[src/rtl/bidir_ctrl_pkg.sv]
// Shared definitions for the bidirectional pad sequencer: FSM state
// encoding and the width of the shared cycle counter.
package bidir_ctrl_pkg;

    localparam int CNT_W = 4;

    typedef enum logic [1:0] {
        IDLE   = 2'd0,
        DRIVE  = 2'd1,
        TURN   = 2'd2,
        SAMPLE = 2'd3
    } state_t;

endpackage

[src/rtl/bidir_in_sync.sv]
// Per-bit multi-flop synchronizer for the asynchronous pad_o inputs.
// Each bit is synchronized independently, so a multi-bit value that changes
// while it is being sampled may be captured incoherently.
module bidir_in_sync #(
    parameter int WIDTH       = 8,
    parameter int SYNC_STAGES = 2
) (
    input  logic             CLK,
    input  logic             RSTN,
    input  logic [WIDTH-1:0] d,
    output logic [WIDTH-1:0] q
);

    logic [WIDTH-1:0] stage [SYNC_STAGES];

    // Shift the pad value through the synchronizer chain; clear on reset.
    always_ff @(posedge CLK) begin
        if (!RSTN) begin
            for (int i = 0; i < SYNC_STAGES; i++) begin
                stage[i] <= '0;
            end
        end else begin
            stage[0] <= d;
            for (int i = 1; i < SYNC_STAGES; i++) begin
                stage[i] <= stage[i-1];
            end
        end
    end

    assign q = stage[SYNC_STAGES-1];

endmodule

[src/rtl/bidir_pad_ctrl.sv]
// Sequencer for a group of bidirectional pulldown pad cells. Writes drive the
// pads for HOLD_CYCLES cycles, the bus is then released for TURN_CYCLES
// cycles before any read may sample, and reads return synchronized pad data
// as a single-cycle response pulse. Every output comes straight from a flop.
module bidir_pad_ctrl
    import bidir_ctrl_pkg::*;
#(
    parameter int WIDTH       = 8,
    parameter int HOLD_CYCLES = 1,
    parameter int TURN_CYCLES = 2,
    parameter int SYNC_STAGES = 2
) (
    input  logic             CLK,
    input  logic             RSTN,
    input  logic             cmd_valid,
    output logic             cmd_ready,
    input  logic             cmd_write,
    input  logic [WIDTH-1:0] cmd_data,
    output logic             rsp_valid,
    output logic [WIDTH-1:0] rsp_data,
    output logic             busy,
    output logic [WIDTH-1:0] pad_i,
    output logic [WIDTH-1:0] pad_t,
    input  logic [WIDTH-1:0] pad_o
);

    if (WIDTH < 1 || WIDTH > 32) begin : g_bad_width
        $error("bidir_pad_ctrl: WIDTH must be 1..32");
    end
    if (HOLD_CYCLES < 1 || HOLD_CYCLES > 15) begin : g_bad_hold
        $error("bidir_pad_ctrl: HOLD_CYCLES must be 1..15");
    end
    if (TURN_CYCLES < 1 || TURN_CYCLES > 15) begin : g_bad_turn
        $error("bidir_pad_ctrl: TURN_CYCLES must be 1..15");
    end
    if (SYNC_STAGES < 2 || SYNC_STAGES > 3) begin : g_bad_sync
        $error("bidir_pad_ctrl: SYNC_STAGES must be 2..3");
    end

    // Counter load values: the counter holds "cycles remaining minus one".
    localparam logic [CNT_W-1:0] HOLD_LOAD   = CNT_W'(HOLD_CYCLES - 1);
    localparam logic [CNT_W-1:0] TURN_LOAD   = CNT_W'(TURN_CYCLES - 1);
    localparam logic [CNT_W-1:0] SAMPLE_LOAD = CNT_W'(SYNC_STAGES);

    state_t             state;
    state_t             next_state;
    logic [CNT_W-1:0]   cnt;
    logic [CNT_W-1:0]   next_cnt;
    logic               pending_rd;
    logic               next_pending;
    logic [WIDTH-1:0]   next_drive_data;
    logic               sample_done;
    logic               accept;

    logic               tri_q;
    logic [WIDTH-1:0]   pad_i_q;
    logic               ready_q;
    logic               busy_q;
    logic               rsp_valid_q;
    logic [WIDTH-1:0]   rsp_data_q;
    logic [WIDTH-1:0]   sync_q;

    bidir_in_sync #(
        .WIDTH       (WIDTH),
        .SYNC_STAGES (SYNC_STAGES)
    ) u_sync (
        .CLK  (CLK),
        .RSTN (RSTN),
        .d    (pad_o),
        .q    (sync_q)
    );

    assign accept = cmd_valid & ready_q;

    // Next-state, counter, pending-read and drive-data decisions.
    always_comb begin
        next_state      = state;
        next_cnt        = cnt;
        next_pending    = pending_rd;
        next_drive_data = pad_i_q;
        sample_done     = 1'b0;
        case (state)
            IDLE: begin
                if (accept) begin
                    if (cmd_write) begin
                        next_state      = DRIVE;
                        next_cnt        = HOLD_LOAD;
                        next_drive_data = cmd_data;
                    end else begin
                        next_state = SAMPLE;
                        next_cnt   = SAMPLE_LOAD;
                    end
                end
            end
            DRIVE: begin
                if (cnt != '0) begin
                    next_cnt = cnt - 1'b1;
                end else if (accept && cmd_write) begin
                    next_cnt        = HOLD_LOAD;
                    next_drive_data = cmd_data;
                end else begin
                    next_state = TURN;
                    next_cnt   = TURN_LOAD;
                    if (accept) begin
                        next_pending = 1'b1;
                    end
                end
            end
            TURN: begin
                if (cnt != '0) begin
                    next_cnt = cnt - 1'b1;
                end else if (pending_rd) begin
                    next_state   = SAMPLE;
                    next_cnt     = SAMPLE_LOAD;
                    next_pending = 1'b0;
                end else begin
                    next_state = IDLE;
                end
            end
            SAMPLE: begin
                if (cnt != '0) begin
                    next_cnt = cnt - 1'b1;
                end else begin
                    next_state  = IDLE;
                    sample_done = 1'b1;
                end
            end
            default: begin
                next_state = IDLE;
            end
        endcase
    end

    // State register plus output flops derived from the upcoming state.
    always_ff @(posedge CLK) begin
        if (!RSTN) begin
            state       <= IDLE;
            cnt         <= '0;
            pending_rd  <= 1'b0;
            tri_q       <= 1'b1;
            pad_i_q     <= '0;
            ready_q     <= 1'b1;
            busy_q      <= 1'b0;
            rsp_valid_q <= 1'b0;
            rsp_data_q  <= '0;
        end else begin
            state       <= next_state;
            cnt         <= next_cnt;
            pending_rd  <= next_pending;
            tri_q       <= (next_state != DRIVE);
            pad_i_q     <= (next_state == DRIVE) ? next_drive_data : '0;
            ready_q     <= (next_state == IDLE) ||
                           ((next_state == DRIVE) && (next_cnt == '0));
            busy_q      <= (next_state != IDLE);
            rsp_valid_q <= sample_done;
            if (sample_done) begin
                rsp_data_q <= sync_q;
            end
        end
    end

    assign cmd_ready = ready_q;
    assign busy      = busy_q;
    assign pad_t     = {WIDTH{tri_q}};
    assign pad_i     = pad_i_q;
    assign rsp_valid = rsp_valid_q;
    assign rsp_data  = rsp_data_q;

endmodule

[config.mk]
export PLATFORM = sky130hd
export DESIGN_NAME = bidir_pad_ctrl
export DESIGN_NICKNAME = d
export VERILOG_FILES = /design/src/rtl/bidir_ctrl_pkg.sv /design/src/rtl/bidir_in_sync.sv /design/src/rtl/bidir_pad_ctrl.sv
export SDC_FILE = /design/constraint.sdc
export NUM_CORES = 1
export LEC_CHECK = 0
export ABC_AREA = 1
export CAP_MARGIN = 25
export CELL_PAD_IN_SITES_DETAIL_PLACEMENT = 1
export CELL_PAD_IN_SITES_GLOBAL_PLACEMENT = 1
export CORE_ASPECT_RATIO = 2
export CORE_MARGIN = 8
export CORE_UTILIZATION = 37
export DETAILED_ROUTE_END_ITERATION = 8
export GPL_ROUTABILITY_DRIVEN = 0
export GPL_TIMING_DRIVEN = 0
export PLACE_DENSITY = 0.94
export SLEW_MARGIN = 20
export SYNTH_ARGS = -nofsm -noshare
export SYNTH_HDL_FRONTEND = slang
export SYNTH_HIERARCHICAL = 1
export SYNTH_SLANG_ARGS = --single-unit
export TNS_END_PERCENT = 100
[constraint.sdc]
create_clock -name CLK -period 4 [get_ports CLK]
set_clock_uncertainty 0.05 [all_clocks]
set_input_delay 0.6 -clock CLK [delete_from_list [all_inputs] [get_ports CLK]]
set_output_delay 0.6 -clock CLK [all_outputs]
set_load 0.05 [all_outputs]
Fig. 1: run 1, power grid
The bar under the picture is 20 um long. Pins as bars on the die edge. Tap cells in grey.
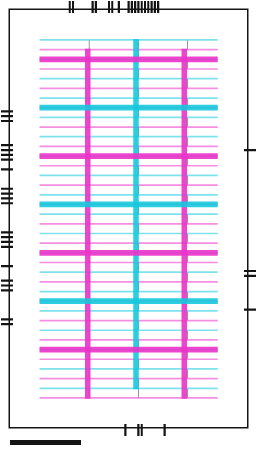
VSS -> magenta
VDD -> cyan
rows = 37
tap cells = 58
core footprint: 5046 sq um
Peak supply drop: 0.4247 mV
height of the chip: 117.2 um
Horiz. Die Dim: 66.61 um

Fig. 2: run 1, cells coloured by class
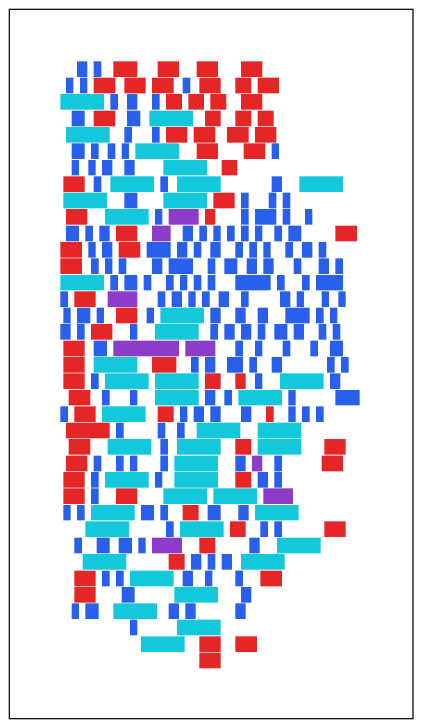
combinational and other logic -> blue  # cells 186
sequential cells -> cyan  # cells 43
clock drivers and dummy loads -> purple  # cells 8
remaining buffers and delay cells -> red  # cells 68
post-layout instance area: 2541 sq um
Core Rows: 37
final core area utilization: 0.5036
fraction of area in registers: 0.3387

Fig. 3: run 1, clock wires, drivers and flops
The bar under the picture is 20 um long.
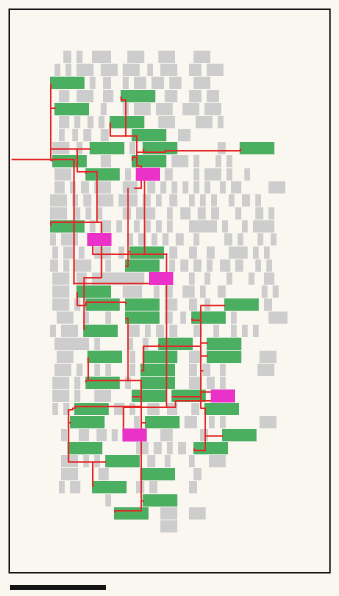
flip-flops -> green  # count 43
clock drivers -> magenta  # count 5
clock wires -> red  # length 515 um
routed clock nets = 6
Latency at later pin: 0.30 ns
Power Clock: 0.338 mW
relative contribution of the clock network to total power: 0.177

run 1: registers in the layout (all words and copies together) (netlist names):
name          count
u_sync/stage     16
pad_i             8
rsp_data          8
cnt               4
state             2
busy              1
cmd_ready         1
pending_rd        1
rsp_valid         1
tri_q             1
run 1: power groups by stage:
stage	clock network [mW]	logic, mW	registers (mW)
after global placement	0	0.980	0.547
final	0.338	1.02	0.543
after CTS	0.346	1.04	0.544
after floorplan	0	0.693	0.601
after global routing	0.364	1.12	0.552
after detailed placement	0	1.02	0.553
run 1: routing by layer:
layer	up-vias	share of wire
li1	843	-
met5	-	0
met2	33	0.58
met1	767	0.35
met4	0	0.015
met3	7	0.050
run 1: synth_stat cells:
master	number
sky130_fd_sc_hd__a31oi_1	1
sky130_fd_sc_hd__o21ai_0	7
sky130_fd_sc_hd__nand2_1	54
sky130_fd_sc_hd__inv_2	3
sky130_fd_sc_hd__o21ai_4	1
sky130_fd_sc_hd__buf_4	16
sky130_fd_sc_hd__o21ai_1	3
sky130_fd_sc_hd__buf_12	1
sky130_fd_sc_hd__ha_1	1
sky130_fd_sc_hd__nor2_2	9
sky130_fd_sc_hd__nand3_1	22
sky130_fd_sc_hd__dfxtp_1	43
sky130_fd_sc_hd__clkinv_1	1
sky130_fd_sc_hd__buf_2	2
sky130_fd_sc_hd__nor2_4	3
sky130_fd_sc_hd__a21oi_1	11
sky130_fd_sc_hd__inv_1	43
sky130_fd_sc_hd__a211oi_1	1
sky130_fd_sc_hd__nand2_4	1
sky130_fd_sc_hd__nand3_2	1
sky130_fd_sc_hd__buf_6	2
sky130_fd_sc_hd__clkbuf_1	1
sky130_fd_sc_hd__nand2_2	8
sky130_fd_sc_hd__nor2_1	16
run 1: stage by stage:
step / hold slack [ns] / utilization
after floorplan: 0.3364 / -
final: 0.3757 / 0.5036
after global placement: 0.3464 / 0.4813
after detailed placement: 0.3654 / 0.4813
after global routing: 0.4044 / 0.5036
after CTS: 0.3779 / 0.5036
run 1: critical path, cell delays in order, from the launching register on:
cell,delay [ns]
sky130_fd_sc_hd__dfxtp_1,0.46
sky130_fd_sc_hd__buf_4,0.15
sky130_fd_sc_hd__clkdlybuf4s50_1,0.81
run 1: layout make-up:
cell class	instances	share of cell area
buffer	22	0.06942
clock buffer	5	0.02708
clock inverter	3	0.01723
inverter	47	0.06942
multi-input combinational	139	0.2683
sequential	43	0.3387
tap	58	0.02856
timing repair buffer	46	0.1812
run 1: worst paths after layout:
kind | start | to | slack (ns) | depth (start not counted)
setup / recovery | tri_q | pad_t[3] | 1.63 | 2
setup reg to reg | cnt[0] | pad_i[3] | 2.01 | 9
hold / removal | u_sync/stage[0][2] | u_sync/stage[0][10] | 0.38 | 2
hold reg to reg | u_sync/stage[0][2] | u_sync/stage[0][10] | 0.38 | 2
run 1: kinds of logic (layout without fill, tap and decap cells):
family / count (synthesis) / in the layout / share of synthesized area
fa+ha+maj: 1 / 1 / 0.006600
simple gates: 114 / 114 / 0.2818
compound gates: 24 / 24 / 0.07129
flops: 43 / 43 / 0.4541
buf+inv: 69 / 123 / 0.1861
==> results.txt, run 1 <==
Notes on the flow run.

- The CTS log lists the clock sinks for this run as between 40 and 50.
- The switching portion of total power is 0.4639, for reference.
- The share of synthesized area in the top cell type comes to 0.4541.
- The met1 routing resource usage after global routing is 0.1232, for reference.
- The script extracted a net switching power of slightly below 0.9 mW.
- The net count of the mapped netlist is approximately 270, for reference.
- Post-CTS timing repair inserted 0 buffers for setup.
- Looking at the global route congestion table, the highest-usage layer is met2.
- Data on the critical path arrives at its endpoint at between 1.5 and 2 ns.
- The final layout contains routed wiring with a total length of around 5100 um.
- Yosys stat counts between 200 and 300 cells in the synthesized netlist.
- Synthesis handed over a netlist of between 200 and 300 instances.
- The share of the core area taken by cells at floorplan is 0.3757.
- The first global-routing pass estimated 8307 um of wire.
- Entering global routing, the biggest net connects 15 pins.
- The most common logic cell in the final layout is sky130_fd_sc_hd__nand2_1.
- The final worst slack is between 1.5 and 2 ns, for reference.
- The leakage power summed over all cells is about 1.2 nW, for reference.
- The shortest period the worst path allows is roughly 2.4 ns, for reference.
- The tree is rooted in a sky130_fd_sc_hd__clkbuf_8.
- The power report lists cell-internal power as between 1 and 1.5 mW.
- The peak fanout along the critical path is 8, for reference.
- The tightest min-delay check is of the reg2reg type.
- Per the synthesis report, the dominant area consumer among library cells is sky130_fd_sc_hd__dfxtp_1.
- The sequential group share of total power is 0.285, for reference.
- Summing over every cut layer, the via total after detailed routing is between 1,500 and 2,000.
- In this run, post-CTS repair resized a total of 0 instances.
- The violation count after the first detailed-routing iteration is 18, for reference.
- Compared with the post-synthesis result, the final layout area differs by 34.06%.
- Post-synthesis, Yosys gives the total cell area as about 1900 sq um.
- The total of endpoints with negative setup slack in the final report is 0, for reference.
- After routing, the total negative slack on setup checks comes to 0 ns.
- The max-slew check reports its worst relative slack as 0.6428.
- The total global routing track utilization is 0.1390, for reference.
- The finished layout holds 363 standard cells, fillers aside.
- In the final layout, flip-flops and latches occupy 860.8 sq um.
- The sequential element share of the synthesized area is 0.4541, for reference.
- The number of port buffers is between 40 and 50, for reference.
- The HPWL after detailed placement is 3815 um.
- The number of global-route vias before repair is 1,826, for reference.
- The quantity of hold-fixing buffers added after cts is 0, for reference.
- In the global route stage, met2 resource usage came out at 0.2696.
- The flow ran to the end, and the final reports show no timing, DRC or antenna violations.
- In the final layout, the share of cells above drive strength 1 is 0.1803.
- The number of antenna diodes is 0, for reference.
- The CTS tree is yes, for reference.
- Sorting the synthesized cells by area gives the leading types as sky130_fd_sc_hd__dfxtp_1 (45%), sky130_fd_sc_hd__nand2_1 (11%), sky130_fd_sc_hd__inv_1 (8.5%).
- The endpoint type of the worst setup path is a primary output, for reference.
- The post-synthesis area per instance is ~7.6 sq um, for reference.
- The number of antenna violations at the first check in global routing came to 0.
- The cell area that synthesis handed to floorplanning was 1896 sq um.
- Yosys reported a register bit count of 43.
- In the log, the iteration count for the first detailed-route pass is 4.
- In this run, CTS created clock tree buffers numbering 5.
- The total count of max-transition violations in the final report is 0, for reference.
- For this run, the top clock speed supported by timing is around 420 MHz.
- The fill cell total of the finished layout is roughly 630, for reference.
- In this run, distinct cell masters in the synthesized netlist total 24.
- Of the available clock period, the critical path in the final layout requires 0.5926.
- The total overflow reported by the global router is 0, for reference.
- No sink is reached through more buffers than the 2 on the longest clock path.
- The pre-CTS setup check shows a worst slack of about 1.7 ns.
- The total number of warnings across the stage logs is 26, for reference.
- The number of placed instances with taps included is 355, for reference.
- The combinational gate area is 681.9 sq um, for reference.
- The total number of nets in the final design is about 330, for reference.
- The post-route DRC violation count is 0, for reference.
- The critical path endpoint has a required time of ~3.4 ns.
- Leaving out fill and tap cells, the most frequent cells in the layout are sky130_fd_sc_hd__nand2_1 (54), sky130_fd_sc_hd__clkdlybuf4s50_1 (46), sky130_fd_sc_hd__inv_1 (43), sky130_fd_sc_hd__dfxtp_1 (43), sky130_fd_sc_hd__nand3_1 (22).
- The final hold violation count is 0, for reference.
- The share of total power in combinational logic is 0.538, for reference.
- The routed design shows a wire length per standard cell of 14.01 um.
- Per the post-CTS timing run, clock transition at the registers of the reported paths is approximately 0.08 ns.
- The slew at the pin with the worst max-slew slack is between 0.5 and 0.6 ns, for reference.
- The cell area after placement is 2429 sq um, for reference.
- The classification of the worst setup path is reg2out, for reference.
Fig. 4: run 1, clock nets
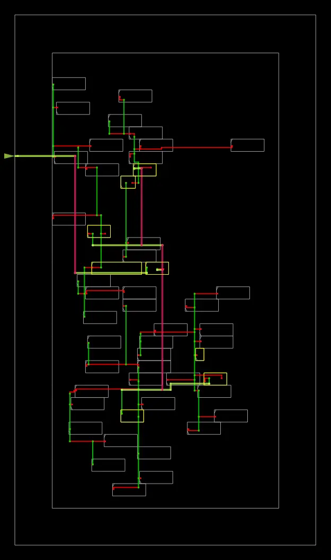

==> run 2: changes to the inputs <==
Settings changed: CORE_UTILIZATION 37 to 35, PLACE_DENSITY 0.94 to 0.9.
Clock period 4 ns to 2.5 ns, I/O delays scaled along.
Fig. 5: run 2, clock nets
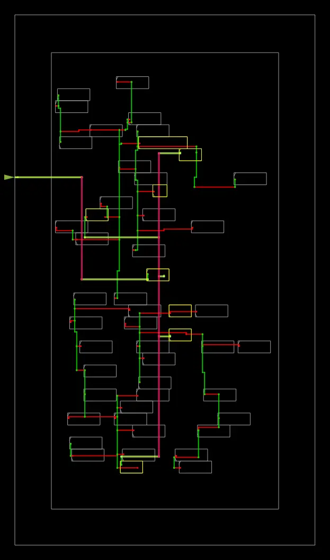
count of sequential standard cells: 43
Power Clock: 0.585 mW
sinks on the clock net: 43
TritonCTS buffer count: 5
Clock buffer cells: 6

Fig. 6: run 2, power grid
The bar under the picture is 20 um long. Pins as bars on the die edge. Tap cells in grey.
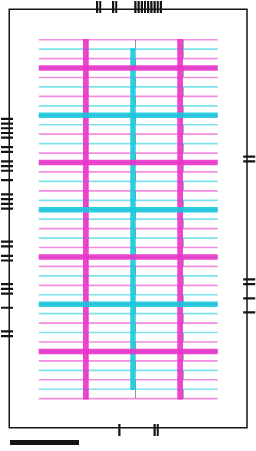
VSS -> magenta
VDD -> cyan
signal pins = 47
rows = 38
core footprint: 5325 sq um
height of the chip: 120.1 um
Peak supply drop: 0.6201 mV
Horiz. Die Dim: 68.04 um

Fig. 7: run 2, signal wires by layer
The bar under the picture is 20 um long. Only two layers are drawn.
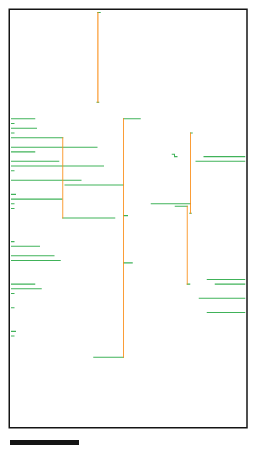
metal 4 -> orange  # wire length 163 um
metal 3 -> green  # wire length 329 um
count of vias placed by the detailed router: 1,701
detailed-route wire length: 4862 um
GRT Resource Usage Total: 0.1322
Avg WL per Cell: 13.32 um

==> results.txt, run 2 <==
Notes on the flow run.

- The post-route DRC violation count came to 0 (unchanged).
- The leakage power summed over all cells is 1.198 nW (+0.31%), for reference.
- The post-synthesis async set-or-reset flop share came to 0 (unchanged).
- The peak fanout along the critical path is 8 (unchanged), for reference.
- The number of core rows was 38 (+2.7%).
- The share of total power in combinational logic was 0.531 (-0.007).
- The relative slew slack was 0.6472 (+0.004330).
- The buffers inserted during post-CTS setup optimization was 0 (unchanged).
- The most common cell in the synthesized netlist is sky130_fd_sc_hd__nand2_1, for reference.
- The register with the most flip-flops is u_sync/stage, for reference.
- The total of endpoints with negative setup slack in the final report came to 0 (unchanged).
- The sequential group share of total power is 0.281 (-0.004), for reference.
- The final sum of negative setup slack came to 0 ns (unchanged).
- The clock-pin slew of the registers on the worst-case setup and hold paths is 0.09 ns (about the same), for reference.
- In the layout the commonest cells are sky130_fd_sc_hd__nand2_1 (54), sky130_fd_sc_hd__clkdlybuf4s50_1 (46), sky130_fd_sc_hd__inv_1 (43), sky130_fd_sc_hd__dfxtp_1 (43), sky130_fd_sc_hd__nand3_1 (22).
- The worst path required time is 2.08 ns (-1.27 ns), for reference.
- The post-detailed-placement half-perimeter wirelength came to 3896 um (+2.1%).
- The worst endpoint data arrival time is 1.71 ns (about the same), for reference.
- The number of standard cells after synthesis is 251 (unchanged).
- The slew at the pin with the worst max-slew slack is 0.5276 ns (-0.006474 ns), for reference.
- The number of flops mapped to enable cells by yosys is 0 (unchanged).
- The cell area after technology mapping came to 1896 sq um (unchanged).
- The sequential element share of the synthesized area is 0.4541 (unchanged), for reference.
- The most used flip-flop cell is sky130_fd_sc_hd__dfxtp_1, for reference.
- According to the hold report, the worst path is of the reg2reg type.
- The total overflow reported by the global router is 0 (unchanged), for reference.
- The number of global-route vias before repair is 1,910 (+4.6%).
- The number of cell instances on the worst register-to-register path is 8 (-1).
- The number of port buffers is 46 (unchanged), for reference.
- The quantity of hold-fixing buffers added after cts is 0 (unchanged), for reference.
- Looking at the clock tree report, the root buffer type is sky130_fd_sc_hd__clkbuf_8.
- The number of different library cells in the post-synthesis netlist was 24 (unchanged).
- The total number of warnings across the stage logs is 26 (unchanged), for reference.
- The internal cell power is 1.665 mW (+63%), for reference.
- The classification of the worst setup path is reg2out, for reference.
- The achievable clock frequency is approximately 470 MHz, for reference.
- The synthesized design spends more area on one cell type than any other, namely sky130_fd_sc_hd__dfxtp_1.
- The violation count after the first detailed-routing iteration came to 53 (+35).
- The largest net degree at the start of global routing is 15 (unchanged), for reference.
- The clock network fraction of design power is 0.189 (+0.012), for reference.
- For the finished layout, the period the worst path requires is between 2 and 2.5 ns.
- The cell resize tally after clock tree synthesis is 0 (unchanged), for reference.
- Ranked by instance count, the synthesized netlist is headed by sky130_fd_sc_hd__nand2_1 (54), sky130_fd_sc_hd__dfxtp_1 (43), sky130_fd_sc_hd__inv_1 (43).
- The number of antenna diodes is 0 (unchanged), for reference.
- The number of optimization iterations in the first detailed-route pass came to 4 (unchanged).
- The flow ran to the end, and the final reports show no timing, DRC or antenna violations.
run 2: cell families (layout without fill, tap and decap cells):
logic type                 Yosys count  in the layout  synth area share
and+or+nand+nor                    114            114            0.2818
buffers and inverters               69            123            0.1861
DFF                                 43             43            0.4541
AOI/OAI and AO/OA                   24             24           0.07129
adders and majority gates            1              1          0.006600
run 2: worst max-delay path, stage by stage (launching register included):
cell,delay [ns]
sky130_fd_sc_hd__dfxtp_1,0.46
sky130_fd_sc_hd__buf_4,0.15
sky130_fd_sc_hd__clkdlybuf4s50_1,0.80
run 2: metrics by stage:
step | area (sq um) | cells | hold slack, ns | util | setup slack (ns)
floorplan | 1896 | 251 | 0.3364 | - | 0.8289
global placement | 2431 | 357 | 0.3466 | 0.4565 | 0.5733
detailed placement | 2431 | 357 | 0.3541 | 0.4565 | 0.4664
CTS | 2552 | 365 | 0.3740 | 0.4793 | 0.3249
global route | 2552 | 365 | 0.3981 | 0.4793 | 0.2773
finish | 2552 | 365 | 0.3728 | 0.4793 | 0.3624
run 2: routing by layer:
| metal | up-vias | wire length [um] | track usage |
|---|---|---|---|
| li1 | 847 | - | - |
| met1 | 795 | 1809 | 0.1276 |
| met2 | 45 | 2560 | 0.2310 |
| met3 | 14 | 328 | 0.04762 |
| met4 | 0 | 163 | 0.06839 |
| met5 | - | 0 | 0 |
run 2: worst paths after layout:
path,start,end,slack [ns]
worst max register to register,cnt[0],rsp_data[1],0.53
worst max-delay path,tri_q,pad_t[5],0.36
worst min-delay path,u_sync/stage[0][1],u_sync/stage[0][9],0.37
worst min register to register,u_sync/stage[0][1],u_sync/stage[0][9],0.37
run 2: power by group through the flow:
stage,Sequential (mW),Combinational (mW),Clock (mW)
finish,0.869,1.64,0.585
global route,0.886,1.80,0.631
CTS,0.871,1.67,0.600
detailed placement,0.885,1.66,0
global placement,0.875,1.58,0
floorplan,0.961,1.11,0
run 2: area by class of cell:
type	count	area, sq um
multi-input combinational	139	681.9
inverter	47	176.4
sequential	43	860.8
fill	674	2773
clock buffer	6	82.58
buffer	22	176.4
timing repair buffer	46	460.4
tap	60	75.07
clock inverter	2	38.79
No activity file was given, so power comes from the tool's default toggle rates.
